File: config.mk
export PLATFORM = sky130hd
export DESIGN_NAME = pc_gen_flat
export DESIGN_NICKNAME = d
export VERILOG_FILES = /design/src/rtl/cpu_pkg.sv /design/src/rtl/pc_gen_if.sv /design/src/rtl/pc_gen_sat_cnt.sv /design/src/rtl/pc_gen.sv /design/src/flat_wrapper.sv
export SDC_FILE = /design/constraint.sdc
export NUM_CORES = 1
export LEC_CHECK = 0
export CAP_MARGIN = 25
export CORE_ASPECT_RATIO = 1.4
export CORE_MARGIN = 2
export CORE_UTILIZATION = 45
export DETAILED_ROUTE_END_ITERATION = 8
export GPL_ROUTABILITY_DRIVEN = 0
export PLACE_DENSITY_LB_ADDON = 0.08
export SLEW_MARGIN = 5
export SYNTH_ARGS = -nofsm -noshare
export SYNTH_HDL_FRONTEND = slang
export SYNTH_HIERARCHICAL = 1
export SYNTH_SLANG_ARGS = --single-unit
File: constraint.sdc
create_clock -name clk_i -period 5.2 [get_ports clk_i]
set_input_delay 0.52 -clock clk_i [delete_from_list [all_inputs] [get_ports clk_i]]
set_output_delay 0.52 -clock clk_i [all_outputs]
set_load 0.01 [all_outputs]
File: src/rtl/cpu_pkg.sv
// Shared CPU front-end types: PC generator state encoding and the default reset PC.
package cpu_pkg;

   // PC generator control states. Only ST_RUN presents a valid fetch address.
   typedef enum logic [1:0] {
      ST_IDLE   = 2'd0,
      ST_RUN    = 2'd1,
      ST_FLUSH  = 2'd2,
      ST_HALTED = 2'd3
   } pc_state_e;

   // PC value loaded by reset unless the instantiating design overrides it.
   localparam logic [31:0] DEFAULT_RESET_PC = 32'h0000_0000;

endpackage

File: src/rtl/pc_gen_if.sv
// Fetch and branch-resolution bus between the PC generator and the pipeline.
//
// Handshake: the PC generator drives fetch_valid_o/fetch_pc_o from registers.
// A fetch is accepted on a rising clk edge where fetch_valid_o && fetch_ready_i;
// while fetch_valid_o is high and fetch_ready_i is low, fetch_pc_o is held
// stable unless a taken branch, halt or loss of enable retracts the request.
// Branch resolution is a one-cycle strobe: br_valid_i with br_cond_i and
// br_target_i sampled on the same edge; there is no back-pressure on it.
interface pc_gen_if #(
   parameter int DATAWIDTH = 32
);
   logic                 fetch_valid_o;
   logic [DATAWIDTH-1:0] fetch_pc_o;
   logic                 fetch_ready_i;
   logic                 br_valid_i;
   logic                 br_cond_i;
   logic [DATAWIDTH-1:0] br_target_i;

   // PC generator side.
   modport master (
      output fetch_valid_o,
      output fetch_pc_o,
      input  fetch_ready_i,
      input  br_valid_i,
      input  br_cond_i,
      input  br_target_i
   );

   // Pipeline side (fetch stage and branch resolver).
   modport slave (
      input  fetch_valid_o,
      input  fetch_pc_o,
      output fetch_ready_i,
      output br_valid_i,
      output br_cond_i,
      output br_target_i
   );
endinterface

File: src/rtl/pc_gen_sat_cnt.sv
// Saturating up-counter: counts increment strobes and sticks at all-ones.
module sat_cnt #(
   parameter int WIDTH = 16
) (
   input  logic             i_clk,
   input  logic             i_rst,
   input  logic             i_inc,
   output logic [WIDTH-1:0] o_cnt
);

   logic [WIDTH-1:0] r_cnt;

   // Count register: synchronous clear, increment until all-ones then hold.
   always_ff @(posedge i_clk) begin
      if (i_rst) begin
         r_cnt <= '0;
      end else if (i_inc && (r_cnt != '1)) begin
         r_cnt <= r_cnt + WIDTH'(1);
      end
   end

   assign o_cnt = r_cnt;

endmodule

File: src/rtl/pc_gen.sv
// Program counter generator: sequential fetch addresses, branch redirect with
// flush pulse, halt handling, sticky misalignment flag and taken-branch count.
module pc_gen
   import cpu_pkg::*;
#(
   parameter int                   DATAWIDTH   = 32,
   parameter logic [DATAWIDTH-1:0] RESET_PC    = DATAWIDTH'(DEFAULT_RESET_PC),
   parameter int                   INSTR_BYTES = 4
) (
   input  logic      clk_i,
   input  logic      rst_i,
   input  logic      en_i,
   input  logic      halt_i,
   pc_gen_if.master  fetch_bus,
   output logic      flush_o,
   output logic      misalign_o,
   output logic [15:0] taken_cnt_o,
   output pc_state_e o_dbg_state
);

   // INSTR_BYTES is a power of two, so the alignment bits are a simple mask.
   localparam logic [DATAWIDTH-1:0] ALIGN_MASK = DATAWIDTH'(INSTR_BYTES - 1);
   localparam logic [DATAWIDTH-1:0] PC_STEP    = DATAWIDTH'(INSTR_BYTES);

   pc_state_e            r_state;
   pc_state_e            w_next_state;
   logic [DATAWIDTH-1:0] r_pc;
   logic [DATAWIDTH-1:0] w_next_pc;
   logic                 r_valid;
   logic                 r_flush;
   logic                 r_misalign;
   logic                 w_redirect_ok;
   logic                 w_taken;
   logic                 w_handshake;
   logic                 w_target_misaligned;
   logic [DATAWIDTH-1:0] w_target_aligned;

   // Branches only count while the pipeline is live (RUN or FLUSH).
   assign w_redirect_ok       = (r_state == ST_RUN) || (r_state == ST_FLUSH);
   assign w_taken             = w_redirect_ok && fetch_bus.br_valid_i && fetch_bus.br_cond_i;
   // r_valid is high exactly in RUN, so this is the accepted-fetch condition.
   assign w_handshake         = r_valid && fetch_bus.fetch_ready_i;
   assign w_target_aligned    = fetch_bus.br_target_i & ~ALIGN_MASK;
   assign w_target_misaligned = |(fetch_bus.br_target_i & ALIGN_MASK);

   // Next-state logic: halt beats flush, flush beats dropping enable.
   always_comb begin
      w_next_state = r_state;
      unique case (r_state)
         ST_IDLE: begin
            if (en_i) w_next_state = ST_RUN;
         end
         ST_RUN: begin
            if (halt_i)       w_next_state = ST_HALTED;
            else if (w_taken) w_next_state = ST_FLUSH;
            else if (!en_i)   w_next_state = ST_IDLE;
         end
         ST_FLUSH: begin
            if (halt_i)       w_next_state = ST_HALTED;
            else if (w_taken) w_next_state = ST_FLUSH;
            else              w_next_state = ST_RUN;
         end
         ST_HALTED: begin
            if (!halt_i) w_next_state = en_i ? ST_RUN : ST_IDLE;
         end
         default: w_next_state = ST_IDLE;
      endcase
   end

   // Next-PC select: a taken redirect wins over a same-cycle increment.
   always_comb begin
      w_next_pc = r_pc;
      if (w_taken) begin
         w_next_pc = w_target_aligned;
      end else if (w_handshake) begin
         w_next_pc = r_pc + PC_STEP;
      end
   end

   // State register; fetch_valid is registered alongside so it is a pure flop.
   always_ff @(posedge clk_i) begin
      if (rst_i) begin
         r_state <= ST_IDLE;
         r_valid <= 1'b0;
      end else begin
         r_state <= w_next_state;
         r_valid <= (w_next_state == ST_RUN);
      end
   end

   // PC, flush pulse and sticky misalignment flag.
   always_ff @(posedge clk_i) begin
      if (rst_i) begin
         r_pc       <= RESET_PC;
         r_flush    <= 1'b0;
         r_misalign <= 1'b0;
      end else begin
         r_pc    <= w_next_pc;
         r_flush <= w_taken;
         if (w_taken && w_target_misaligned) begin
            r_misalign <= 1'b1;
         end
      end
   end

   sat_cnt #(
      .WIDTH (16)
   ) u_taken_cnt (
      .i_clk (clk_i),
      .i_rst (rst_i),
      .i_inc (w_taken),
      .o_cnt (taken_cnt_o)
   );

   assign fetch_bus.fetch_valid_o = r_valid;
   assign fetch_bus.fetch_pc_o    = r_pc;
   assign flush_o                 = r_flush;
   assign misalign_o              = r_misalign;
   assign o_dbg_state             = r_state;

endmodule

File: src/flat_wrapper.sv
// flat-port wrapper written by rule: the top's interface ports become plain ports
module pc_gen_flat import cpu_pkg::*;
#(
   parameter int                   DATAWIDTH   = 32,
   parameter logic [DATAWIDTH-1:0] RESET_PC    = DATAWIDTH'(DEFAULT_RESET_PC),
   parameter int                   INSTR_BYTES = 4
)
  (clk_i, rst_i, en_i, halt_i, flush_o, misalign_o, taken_cnt_o, o_dbg_state, fetch_bus_fetch_valid_o, fetch_bus_fetch_pc_o, fetch_bus_fetch_ready_i, fetch_bus_br_valid_i, fetch_bus_br_cond_i, fetch_bus_br_target_i);
  pc_gen_if #(.DATAWIDTH(DATAWIDTH)) fetch_bus_i ();
  input  logic clk_i;
  input  logic rst_i;
  input  logic en_i;
  input  logic halt_i;
  output logic flush_o;
  output logic misalign_o;
  output logic [15:0] taken_cnt_o;
  output pc_state_e o_dbg_state;
  output wire logic [$bits(fetch_bus_i.fetch_valid_o)-1:0] fetch_bus_fetch_valid_o;
  output wire logic [$bits(fetch_bus_i.fetch_pc_o)-1:0] fetch_bus_fetch_pc_o;
  input wire logic [$bits(fetch_bus_i.fetch_ready_i)-1:0] fetch_bus_fetch_ready_i;
  input wire logic [$bits(fetch_bus_i.br_valid_i)-1:0] fetch_bus_br_valid_i;
  input wire logic [$bits(fetch_bus_i.br_cond_i)-1:0] fetch_bus_br_cond_i;
  input wire logic [$bits(fetch_bus_i.br_target_i)-1:0] fetch_bus_br_target_i;
  assign fetch_bus_fetch_valid_o = fetch_bus_i.fetch_valid_o;
  assign fetch_bus_fetch_pc_o = fetch_bus_i.fetch_pc_o;
  assign fetch_bus_i.fetch_ready_i = fetch_bus_fetch_ready_i;
  assign fetch_bus_i.br_valid_i = fetch_bus_br_valid_i;
  assign fetch_bus_i.br_cond_i = fetch_bus_br_cond_i;
  assign fetch_bus_i.br_target_i = fetch_bus_br_target_i;
  pc_gen #(.DATAWIDTH(DATAWIDTH), .RESET_PC(RESET_PC), .INSTR_BYTES(INSTR_BYTES)) u_core (.clk_i(clk_i), .rst_i(rst_i), .en_i(en_i), .halt_i(halt_i), .fetch_bus(fetch_bus_i), .flush_o(flush_o), .misalign_o(misalign_o), .taken_cnt_o(taken_cnt_o), .o_dbg_state(o_dbg_state));
endmodule
==> images/clock_wires.png <==
Bar = 20 µm.
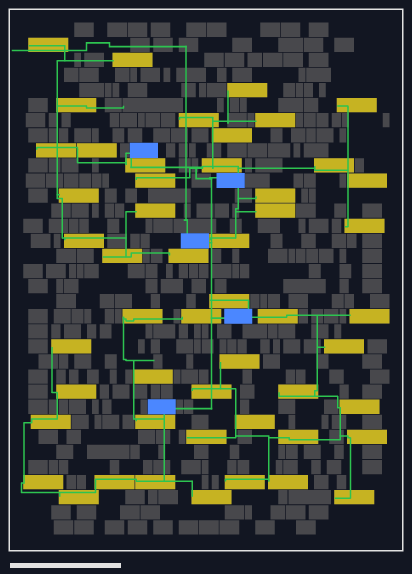
[clock-net drivers] blue | count: 5
[flip-flops] yellow | count: 51
[clock wires] green | length: 669 µm
flops lie: all over the die
Clock Power Share: 32.0%
Power Clock: 0.000292 W
clock skew: 0.00526 ns
Latency at later pin: 0.31 ns

==> images/layers.png <==
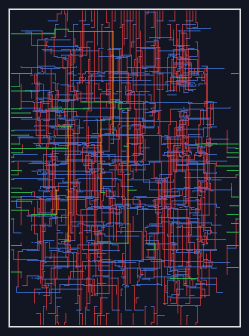
| layer | color | wire length |
|---|---|---|
| M1 | blue | 3,000 µm |
| M2 | red | 3,990 µm |
| M3 | green | 267 µm |
| M4 | orange | 138 µm |
Via Count: 2,783
final wirelength: 7.40 mm
routed len/inst: 14.9 µm

==> images/clock_nets.png <==
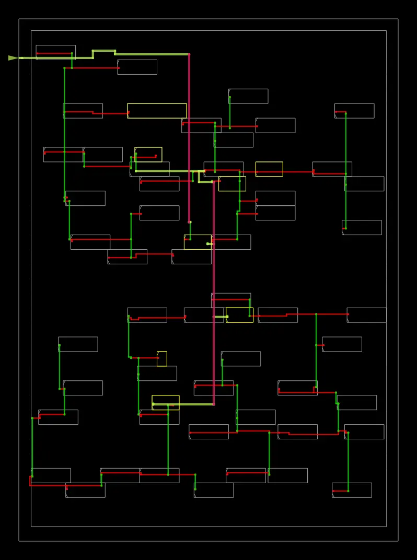
FFs & Latches: 51
clock sinks: 51
Clock buffer cells: 6
TritonCTS Buffers: 5

==> images/gates.png <==
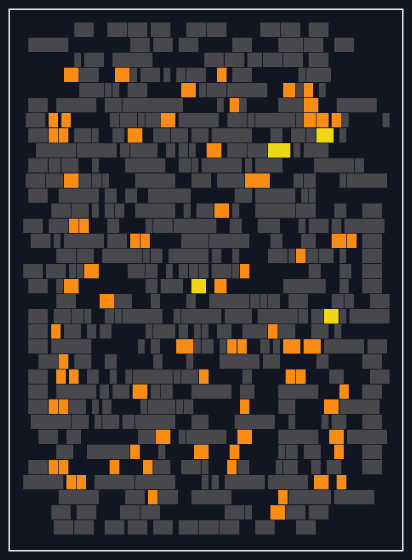
| family | color | cells | most used |
|---|---|---|---|
| aoi and oai cells | orange | 71 | a21oi_1 |
| non-inverting ao/oa cells | yellow | 4 | o21a_1 |
Non-Filler Instances: 495
logic share of the area: 43.5%
Top cell excl fill/tap: clkdlybuf4s50_1

==> images/port_trees.png <==
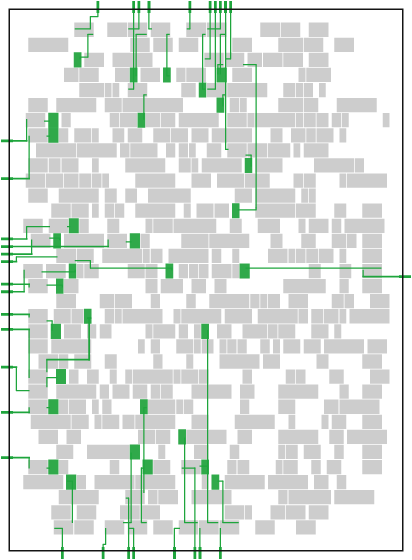
| port | color | bits | direction | edge | end cells | buffers | wire |
|---|---|---|---|---|---|---|---|
| fetch_bus_br_target_i | green | 32 | input | 13 west, 10 north, 8 south, 1 east | 31 | 32 | 546 µm |
Buffers on Ports: 89
IO Count: 92

==> metal layers <==
metal	track usage, %	vias up	wire [µm]
met5	0	-	0
li1	-	1401	-
met2	39.5	62	3990
met1	25.4	1308	3000
met3	3.01	12	266
met4	7.84	0	138
==> cell families after synthesis <==
logic type | after synthesis
muxes | 4
buffers and inverters | 28
adders and majority gates | 6
xor gates and xnor gates | 28
other | 1
and+or+nand+nor | 146
AOI/OAI and AO/OA | 75
DFF | 51
==> report_power, final <==
part | total (W) | switching [W] | internal (W)
clock network | 0.000292 | 0.000136 | 0.000156
registers | 0.000451 | 0.0000352 | 0.000415
logic | 0.000170 | 0.0000723 | 0.0000977
total | 0.000913 | 0.000244 | 0.000669
==> flow_metrics.py <==
# Auto-generated metrics
metrics = {
    "logic_synthesis": {
        "area_leaders": "dfxtp_1 (36%), xnor2_1 (5.6%), nor2_1 (4.6%), a21oi_1 (4.5%), a211oi_1 (4.0%)",
        "yosys_area_um2": 2800,
        "syn_area_um2": 2800,
        "ff_type": "dfxtp_1",
        "compound_area_share_pct": 16.6,
        "simple_gate_area_share_pct": 29.8,
        "synth_top_cell_by_area": "dfxtp_1",
        "synth_flops": 51,
    },
    "clocking": {
        "post_cts_buffers": 0,
        "cts_max_path_buffers": 2,
    },
    "min_path": {
        "hold_start": "u_core/misalign_o",
        "holdPathEnd": "u_core/misalign_o",
    },
    "layout": {
        "nonClkBufAreaFrac_pct": 23.5,
        "fillers": 587,
        "final_nets": 467,
        "drive_gt1_share_pct": 5.44,
    },
    "pwr": {
        "power_w": 0.000913,
    },
    "critical_path": {
        "crit_chain": "inv_1 > ha_1 > nand3_2 > buf_4 > clkinv_1 > nand2_1 > nor4bb_1 > mux2_2",
        "start_kind": "register",
        "max_stage_delay_ns": 0.50,
        "reg2regPathDepth": 8,
        "timing_worst_setup_path_type": "reg -> reg",
    },
    "global_route": {
        "antenna_found_initial": 0,
    },
    "final_timing": {
        "finalSetupTns_ns": 0,
        "rsz0062_at_grt": "false",
    },
    "run_status": {
        "status": "completed",
    },
}
Power and IR drop assume default switching activity.
